--- src/rtl/alu_issue_scheduler_pkg.sv ---
// Shared ROB/PRF tag types, RS payload layout and ROB-order helpers.
package alu_issue_scheduler_pkg;

  localparam int unsigned ROB_DEPTH = 16;
  localparam int unsigned ROB_W     = 5;
  localparam int unsigned PREG_W    = 7;
  localparam int unsigned DIST_W    = ROB_W + 1;

  typedef logic [ROB_W-1:0]  rob_tag_t;
  typedef logic [PREG_W-1:0] preg_t;

  typedef struct packed {
    preg_t      pd;
    preg_t      ps1;
    preg_t      ps2;
    rob_tag_t   rob_index;
    logic [6:0] opcode;
    logic [2:0] func;
    logic [11:0] imm;
  } rs_data_t;

  // (a - b) mod ROB_DEPTH without treating any tag bit as an ordering bit.
  function automatic rob_tag_t rob_dist(input rob_tag_t a, input rob_tag_t b);
    logic [DIST_W-1:0] d;
    d = {1'b0, a} + DIST_W'(ROB_DEPTH) - {1'b0, b};
    if (d >= DIST_W'(ROB_DEPTH)) d = d - DIST_W'(ROB_DEPTH);
    return d[ROB_W-1:0];
  endfunction

  // True for ops younger than the branch mtag but older than the next allocation.
  function automatic logic rob_in_flush(input rob_tag_t tag, input rob_tag_t mtag,
                                        input rob_tag_t curr);
    rob_tag_t d;
    rob_tag_t l;
    d = rob_dist(tag, mtag);
    l = rob_dist(curr, mtag);
    return (d != '0) && (d < l);
  endfunction

endpackage

--- src/rtl/alu_issue_scheduler_rs_age_select.sv ---
// Oldest-ready picker: smallest age wins, ties resolved to the lowest index.
module alu_issue_scheduler_rs_age_select
  import alu_issue_scheduler_pkg::*;
#(
  parameter int unsigned DEPTH = 8
) (
  input  logic                    [DEPTH-1:0] ready,
  input  rob_tag_t [DEPTH-1:0]                age,
  output logic                    [DEPTH-1:0] grant,
  output logic                                any_ready
);

  rob_tag_t best_age;

  always_comb begin
    grant     = '0;
    any_ready = 1'b0;
    best_age  = '0;
    for (int i = 0; i < int'(DEPTH); i++) begin
      if (ready[i] && (!any_ready || (age[i] < best_age))) begin
        grant     = '0;
        grant[i]  = 1'b1;
        any_ready = 1'b1;
        best_age  = age[i];
      end
    end
  end

endmodule

--- src/rtl/alu_issue_scheduler.sv ---
// ALU reservation station: dispatch, CDB wakeup, oldest-ready issue and branch squash.
module alu_issue_scheduler
  import alu_issue_scheduler_pkg::*;
#(
  parameter int unsigned DEPTH = 8,
  parameter int unsigned N_CDB = 2
) (
  input  logic                      clk,
  input  logic                      reset,
  input  logic                      disp_valid,
  output logic                      disp_ready,
  input  rs_data_t                  disp_data,
  input  logic                      disp_ps1_rdy,
  input  logic                      disp_ps2_rdy,
  input  logic [N_CDB-1:0]          cdb_valid,
  input  logic [N_CDB*PREG_W-1:0]   cdb_tag,
  input  rob_tag_t                  rob_head,
  input  rob_tag_t                  curr_rob_tag,
  input  logic                      mispredict,
  input  rob_tag_t                  mispredict_tag,
  input  logic                      fu_ready,
  output logic                      issued,
  output rs_data_t                  issue_data,
  output logic [$clog2(DEPTH):0]    occupancy
);

  localparam int unsigned OCC_W = $clog2(DEPTH) + 1;

  logic [DEPTH-1:0]     valid_q, r1_q, r2_q;
  rs_data_t [DEPTH-1:0] data_q;

  logic [DEPTH-1:0]     rdy1_c, rdy2_c, ready_c, grant_c, free_c, valid_nxt_c;
  rob_tag_t [DEPTH-1:0] age_c;
  logic                 any_ready_c, do_issue_c, do_disp_c, disp_r1_c, disp_r2_c;
  rs_data_t             issue_sel_c;
  logic [OCC_W-1:0]     occ_nxt_c;

  function automatic logic cdb_hit(input preg_t tag, input logic [N_CDB-1:0] v,
                                   input logic [N_CDB*PREG_W-1:0] tags);
    logic hit;
    hit = 1'b0;
    for (int k = 0; k < int'(N_CDB); k++)
      if (v[k] && (tags[k*PREG_W +: PREG_W] == tag)) hit = 1'b1;
    return hit;
  endfunction

  assign disp_ready = (occupancy < OCC_W'(DEPTH)) && !mispredict;
  assign do_disp_c  = disp_valid && disp_ready;
  assign do_issue_c = fu_ready && !mispredict && any_ready_c;
  assign disp_r1_c  = disp_ps1_rdy || cdb_hit(disp_data.ps1, cdb_valid, cdb_tag) ||
                      (disp_data.ps1 == '0);
  assign disp_r2_c  = disp_ps2_rdy || cdb_hit(disp_data.ps2, cdb_valid, cdb_tag) ||
                      (disp_data.ps2 == '0);

  // Operand readiness including same-cycle CDB bypass, plus ROB-relative age.
  always_comb begin
    rdy1_c  = '0;
    rdy2_c  = '0;
    ready_c = '0;
    age_c   = '0;
    for (int i = 0; i < int'(DEPTH); i++) begin
      rdy1_c[i]  = r1_q[i] || cdb_hit(data_q[i].ps1, cdb_valid, cdb_tag) || (data_q[i].ps1 == '0);
      rdy2_c[i]  = r2_q[i] || cdb_hit(data_q[i].ps2, cdb_valid, cdb_tag) || (data_q[i].ps2 == '0);
      ready_c[i] = valid_q[i] && rdy1_c[i] && rdy2_c[i];
      age_c[i]   = rob_dist(data_q[i].rob_index, rob_head);
    end
  end

  alu_issue_scheduler_rs_age_select #(.DEPTH(DEPTH)) u_age_select (
    .ready     (ready_c),
    .age       (age_c),
    .grant     (grant_c),
    .any_ready (any_ready_c)
  );

  // Free-slot pick, issue mux and next valid vector (squash applied last).
  always_comb begin
    free_c      = '0;
    issue_sel_c = '0;
    occ_nxt_c   = '0;
    for (int i = int'(DEPTH) - 1; i >= 0; i--) begin
      if (!valid_q[i]) begin
        free_c    = '0;
        free_c[i] = 1'b1;
      end
      if (grant_c[i]) issue_sel_c = data_q[i];
    end
    valid_nxt_c = (valid_q & ~(grant_c & {DEPTH{do_issue_c}})) | (free_c & {DEPTH{do_disp_c}});
    if (mispredict) begin
      for (int i = 0; i < int'(DEPTH); i++)
        if (rob_in_flush(data_q[i].rob_index, mispredict_tag, curr_rob_tag))
          valid_nxt_c[i] = 1'b0;
    end
    for (int i = 0; i < int'(DEPTH); i++) occ_nxt_c = occ_nxt_c + OCC_W'(valid_nxt_c[i]);
  end

  always_ff @(posedge clk) begin
    if (reset) begin
      valid_q    <= '0;
      r1_q       <= '0;
      r2_q       <= '0;
      occupancy  <= '0;
      issued     <= 1'b0;
      issue_data <= '0;
    end else begin
      valid_q   <= valid_nxt_c;
      occupancy <= occ_nxt_c;
      issued    <= do_issue_c;
      if (do_issue_c) issue_data <= issue_sel_c;
      for (int i = 0; i < int'(DEPTH); i++) begin
        if (do_disp_c && free_c[i]) begin
          data_q[i] <= disp_data;
          r1_q[i]   <= disp_r1_c;
          r2_q[i]   <= disp_r2_c;
        end else begin
          r1_q[i]   <= rdy1_c[i];
          r2_q[i]   <= rdy2_c[i];
        end
      end
    end
  end

endmodule

--- config.mk ---
export PLATFORM = sky130hd
export DESIGN_NAME = alu_issue_scheduler
export DESIGN_NICKNAME = d
export VERILOG_FILES = /design/src/rtl/alu_issue_scheduler_pkg.sv /design/src/rtl/alu_issue_scheduler_rs_age_select.sv /design/src/rtl/alu_issue_scheduler.sv
export SDC_FILE = /design/constraint.sdc
export NUM_CORES = 1
export LEC_CHECK = 0
export CAP_MARGIN = 15
export CORE_MARGIN = 4
export CORE_UTILIZATION = 55
export DETAILED_ROUTE_END_ITERATION = 8
export PLACE_DENSITY = 0.74
export SLEW_MARGIN = 25
export SYNTH_ARGS = -nofsm -noshare
export SYNTH_HDL_FRONTEND = slang
export SYNTH_SLANG_ARGS = --single-unit
--- constraint.sdc ---
create_clock -name clk -period 21.2 [get_ports clk]
set_clock_uncertainty 0.1 [all_clocks]
set_input_delay 3.18 -clock clk [delete_from_list [all_inputs] [get_ports clk]]
set_output_delay 3.18 -clock clk [all_outputs]
set_load 0.02 [all_outputs]
### Metal 1

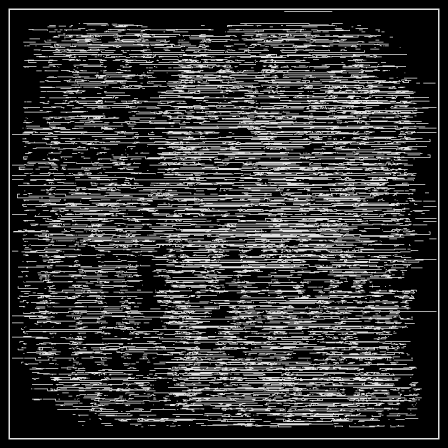
share of all routed wire = 41%
wire length on this layer = 34.6 mm
DRT Wirelength: 84.7 mm
via count: 20252
GR Layer Usage met1: 45.8%

### The metal 2 layer

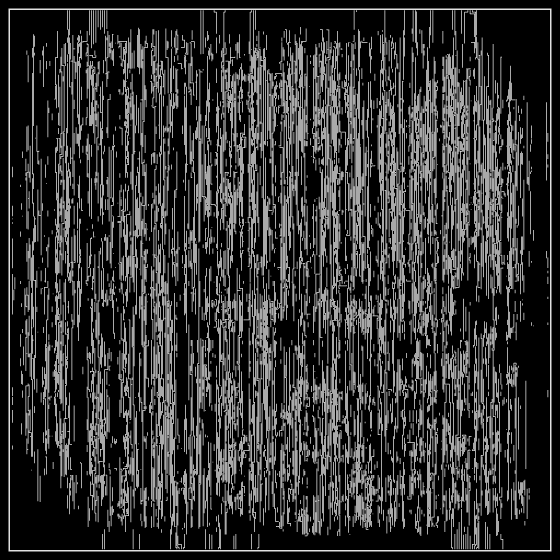
longest straight run = 90.4 um
main direction = vertical
nets with wire on the layer = 2269
wire length on this layer = 37.6 mm
GR Layer Usage met2: 49.9%

### The metal 3 layer

Scale bar: 50 um.
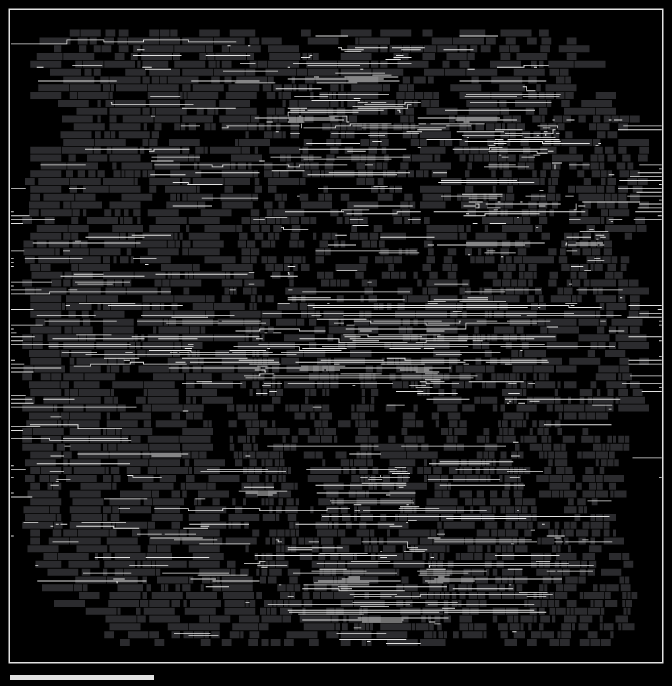
main direction = horizontal
wire length on this layer = 9120 um
met3 usage: 6.71%

### Signal wires on met4

Scale bar: 50 um.
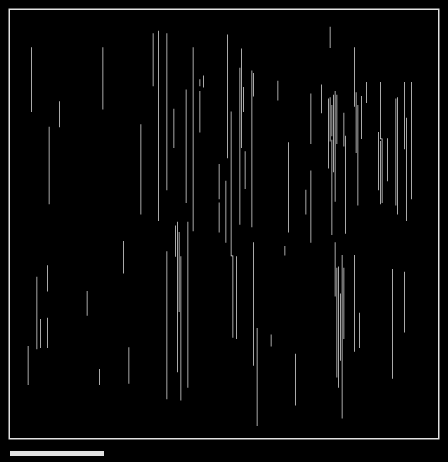
longest straight run = 101 um
main direction = vertical
wire length on this layer = 3360 um
nets with wire on the layer = 58

### Routing congestion

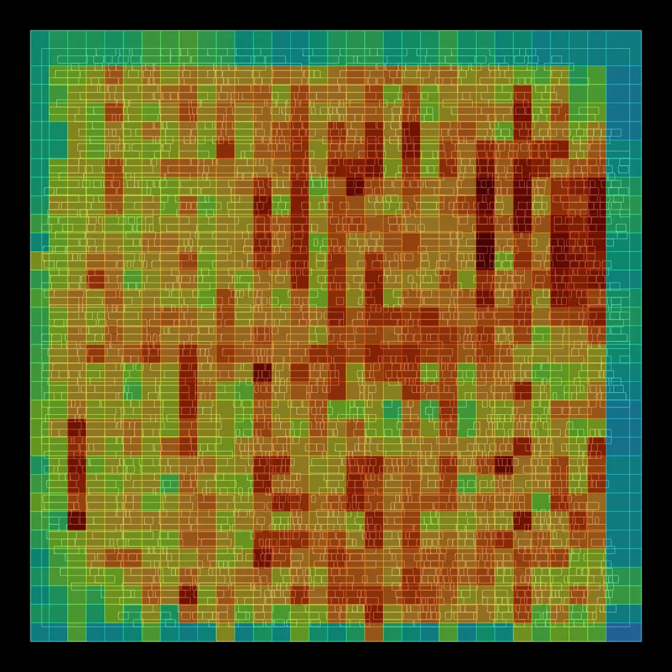
GRT Max-Usage Layer: met2
Final Util: 64.3%

==> impl_metrics.ini <==
; generated from flow reports
[layout]
n_all_inverters = 115
combGateArea_mm2 = 0.0123
drive_above_1_share_pct = 9.04
nonClockBufferCount = 202
buf_share_pct = 6.20
nMultiInputCombCells = 1597

[synthesis]
ys_area_mm2 = 0.0264
synthXorXnorAreaFrac_pct = 9.56
mux_share_pct = 0.441
ys_sh_simple_pct = 11.0
edf_count = 384
ys_ff = 461
area_leaders = edfxtp_1 (44%), xnor2_1 (7.7%), ha_1 (7.2%)
ys.warnings.count = 0
async_reset_ff_share_pct = 0

[place]
placed_cells = 2971

[detailed_routing]
dr_wl_met3_mm = 9.12
vias_per_cell = 6.59

[worst_setup_path]
endpoint = occupancy[2]
worstPathMaxFanout = 12
r2r_cells = 82

[floorplanning]
pin_count = 140
core-area_mm2 = 0.0470

[power_and_ir_drop]
power_leakage_nw = 10.5
cellPowerDensity_mw_per_mm2 = 70.3
vdd_drop_max_mv = 0.0853

[clock_tree]
clk_latency_ns = 0.62
cts_buffers = 49
cts_root_buf = clkbuf_16

[outcome]
status = completed

[timing]
hold_viol_final = 0
maxSlewViolCount = 0
finalSetupViolCount = 0
worst_slack_ns = 1.28

[min_path]
hp-start = data_q[60]

[global_routing]
antenna_found_initial = 1
grt_overflow = 0
## through the flow
stage	power, mW	hold slack [ns]
2_1_floorplan	1.15	0.369
6_report	2.12	0.399
3_5_place_dp	1.22	0.386
3_3_place_gp	1.21	0.375
4_1_cts	2.13	0.397
5_1_grt	2.19	0.419
## cells in the final DEF (no fill, tap or decap), types with 52 or more instances in the layout
cell type	n
buf_4	63
dfxtp_1	77
xor2_1	56
ha_1	152
inv_1	112
xnor2_1	232
nor3_1	52
clkdlybuf4s50_1	136
o21ai_0	74
a21o_1	62
a21oi_1	104
nand2_1	109
nor2_1	72
nand4_1	71
a22oi_1	74
edfxtp_1	384
## report_power, final
part,switching (mW),internal (mW)
registers,0.00482,0.986
clock network,0.382,0.534
logic,0.127,0.0889
## worst max-delay path: cells and delay by family
kind	cells	cell delay, ns
xor+xnor	2	0.36
simple gates	15	2.40
mux	1	0.36
buf+inv	5	1.34
fa+ha+maj	12	4.15
compound gates	41	8.44
## synth_stat cells, types with 18 or more instances
cell	n
o2111ai_1	28
nand4_1	71
o211ai_1	51
xnor2_1	232
a22oi_1	74
and2_1	43
o221ai_1	18
nand2_1	109
buf_6	27
a21oi_1	105
inv_1	113
xor2_1	56
nor2_1	73
nor3b_1	31
nor2b_1	33
clkbuf_1	58
a22o_1	18
fa_1	21
a221oi_1	20
o22ai_1	21
o21ai_0	74
dfxtp_1	77
nor3_1	56
nand2b_1	32
nor4_1	30
buf_2	21
a21o_1	63
a31oi_1	21
ha_1	152
edfxtp_1	384
## repair_timing
action                     CTS  global route
gates resized                0            12
setup buffers                0             9
setup endpoints to repair    0            24
## sequential cells by signal, indices dropped and copies added (netlist names)
signal,cells
valid_q,8
r2_q,8
data_q,384
occupancy,4
issued,1
r1_q,8
issue_data,48
Power and IR drop assume default switching activity.
